Fig. 1: metal 1
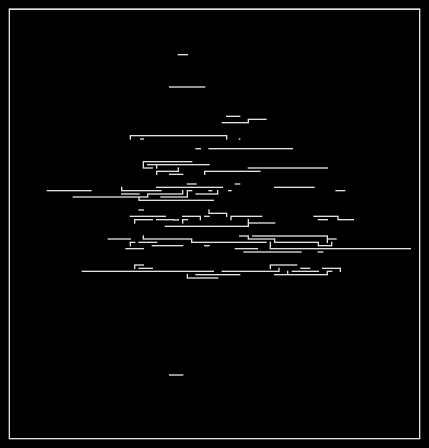
Fig. 2: met2 routing
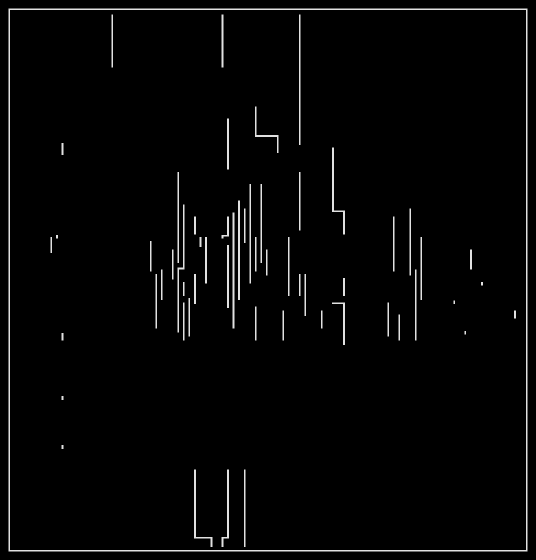
Fig. 3: M3 wires
The bar under the picture is 10 µm long.
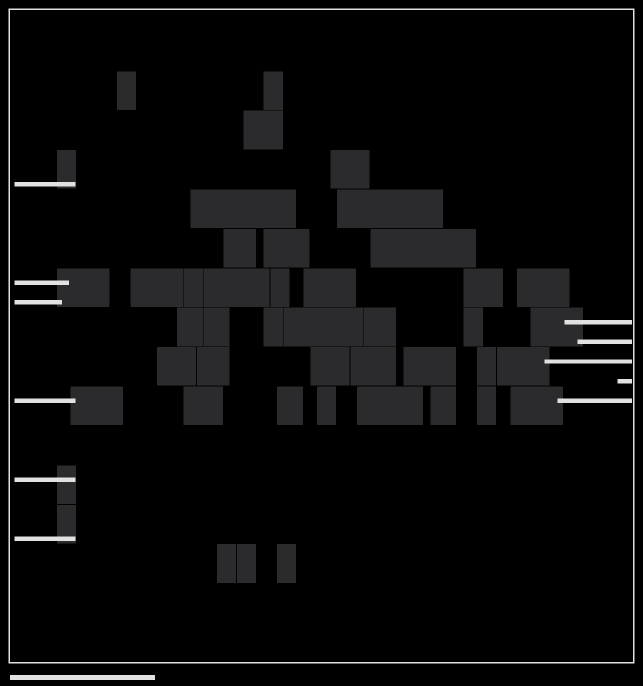
Fig. 4: routing congestion
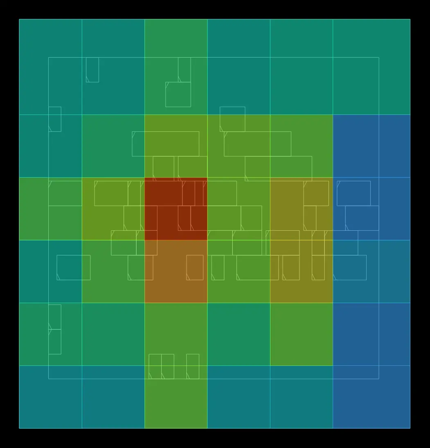
Fig. 5: placed cells, one color a class
The bar under the picture is 10 µm long.
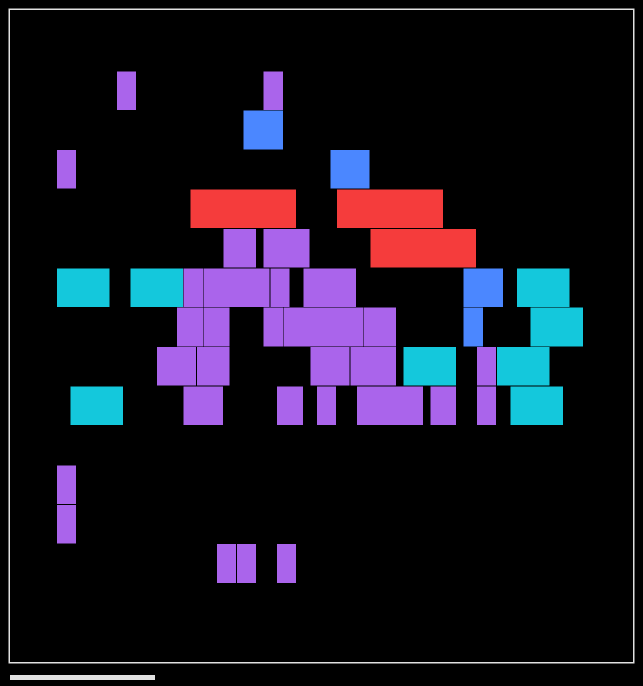
==> config.mk <==
export PLATFORM = sky130hd
export DESIGN_NAME = moore_seq_detect
export DESIGN_NICKNAME = d
export VERILOG_FILES = /design/src/rtl/moore_seq_detect.sv
export SDC_FILE = /design/constraint.sdc
export NUM_CORES = 1
export LEC_CHECK = 0
export CAP_MARGIN = 15
export CORE_AREA = 3 3 40 42
export DETAILED_ROUTE_END_ITERATION = 12
export DIE_AREA = 0 0 43 45
export PLACE_DENSITY = 0.59
export SYNTH_ARGS = -nofsm -noshare
export SYNTH_HDL_FRONTEND = slang
export SYNTH_SLANG_ARGS = --single-unit
==> constraint.sdc <==
create_clock -name clk -period 2.2 [get_ports clk]
set_clock_uncertainty 0.15 [all_clocks]
set_input_delay 0.44 -clock clk [delete_from_list [all_inputs] [get_ports clk]]
set_output_delay 0.44 -clock clk [all_outputs]
set_load 0.01 [all_outputs]
==> changes_impl.md <==
### Implementation results

- Outcome: finished clean
- Commonest cells post-synth: 8 x buf_4, 3 x dfxtp_1, 3 x nor2_1
- Worst min path class: flop to flop
- XOR Share, Synth: 0
- Worst Reg2Reg Path Length in Cells: 4
- WHS Path Cells: 2
- Die height: 45 µm
- Cts bufs inserted: 3
- Power density cells: 542 nW/µm²
- Pre-CTS setup slack: 0.162 ns
- HPWL after detailed placement: 390 µm
- Root Buffer: clkbuf_4
- Hold Vio Cnt, Final: 0
- Post-synthesis mux area share: 0
- Unique cell types: 18
- Yosys top cell area share: 0.218
- YS chip area: 275 µm²
- Top cells by area: dfxtp_1 22%, buf_4 22%, a2111oi_2 5.5%, and2b_1 5.5%, a211oi_2 4.5%
- ANT nets after route: 0
- Die span in x: 43 µm
- Top-Level Pins: 17
- Max reg flops: 3
- Maximum clock rate: 490 MHz
- CTS clk-pin slew, worst paths: 0.04 ns
- Placed cell areas: 340 µm²
- Yosys Instances: 34
- Post CTS Setup Buffer Count: 0
- Yosys reg bits: 3
- Largest fanout on the critical path: 9
- CP required: 1.61 ns
- Adder Share, Synth: 0.0455
- Worst Setup End Kind: primary output
- CP cell instances: nand2_1 -> nor2_1 -> clkdlybuf4s50_1
- Slowest-stage cell, CP: clkdlybuf4s50_1
- PnR Total Power: 199 µW
- Yosys aoi share: 0.273
- Clock Path Buffers: 2
- Uppermost layer routed: met3
- Crit path depth: 3
- Max Slew Vio Count: 0
- Largest net degree at the start of global routing: 10
- Starting Density: 0.214
- Final setup violation count: 0
- Port bufs: 8
- Area delta synth->final: 33.2%
- RSZ-0062 raised after global routing: false
- Max-cap violations: 0
- CTS tree: done
- Leak: 0.000151 µW
- CP bufs+invs: 1
- Top-count cell post-synth: buf_4
- Final period util: 0.927
- Syn Inst Count: 34
- Clk latency late pin: 0.23 ns
- GPL Wtd Cong: 0.755
- Final nets: 52
- Fraction of layout cells with a size suffix above 1: 0.133
- M1 WL: 266 µm
- Leading area contributor after synthesis: dfxtp_1
- Main flop type: dfxtp_1
- Largest family of logic cells by area: AND-OR/OR-AND gates
- Simple Share, Synth: 0.218
- Mapped Area: 275 µm²
- WL met3: 41 µm
- Crit path kind: flop to primary output
- DIE AREA: 1940 µm²
- Critical path arrival: 1.45 ns
- Tool warnings: 26
- Final setup TNS: 0 ns
Notes on Fig. 1 above:
longest straight run: 14.7 µm
main direction: horizontal
met1 Use GR: 0.0892
final wirelength: 515 µm

Notes on Fig. 2 above:
share of all routed wire: 40%
longest straight run: 10.7 µm
met2 Use GR: 0.0808
Vias: 244

Notes on Fig. 3 above:
nets with wire on the layer: 11
wire length on this layer: 41.2 µm
met3 Use GR: 0.0239

Notes on Fig. 4 above:
Routed WL per cell: 8.58 µm
Util after Layout: 0.285
Most Used Layer, Global Route: met1

Notes on Fig. 5 above:
[red] flops | cells: 3 | share of their area: 17%
[purple] all other logic | cells: 30 | share of their area: 52%
[cyan] other buffers and delay cells | cells: 8 | share of their area: 23%
[blue] clock drivers and dummy loads | cells: 4 | share of their area: 7.6%
Seq/total area: 0.164
floorplan row count: 13
Final Instance Area: 367 µm²
Core Box Area: 1280 µm²

[tightest hold or removal path, cell delays in order (launching register included)]
cell	delay (ns)
dfxtp_1	0.37
o21ai_0	0.10
a21oi_1	0.07
[power by group]
group | internal [µW] | leakage (µW) | switching (µW) | total (µW)
Sequential | 57.4 | 0.0000245 | 6.35 | 63.8
Combinational | 20.1 | 0.000112 | 19.1 | 39.2
Clock | 67.9 | 0.0000150 | 27.9 | 95.9
Total | 145 | 0.000151 | 53.4 | 199
[final cells by class]
class | count | area [µm²]
clock buffers | 4 | 26.3
fillers | 137 | 918
inverters | 1 | 3.75
multi-input cells | 29 | 178
flip-flops and latches | 3 | 60.1
well taps | 15 | 18.8
repair buffers | 8 | 80.1
No activity file was given, so power comes from the tool's default toggle rates.
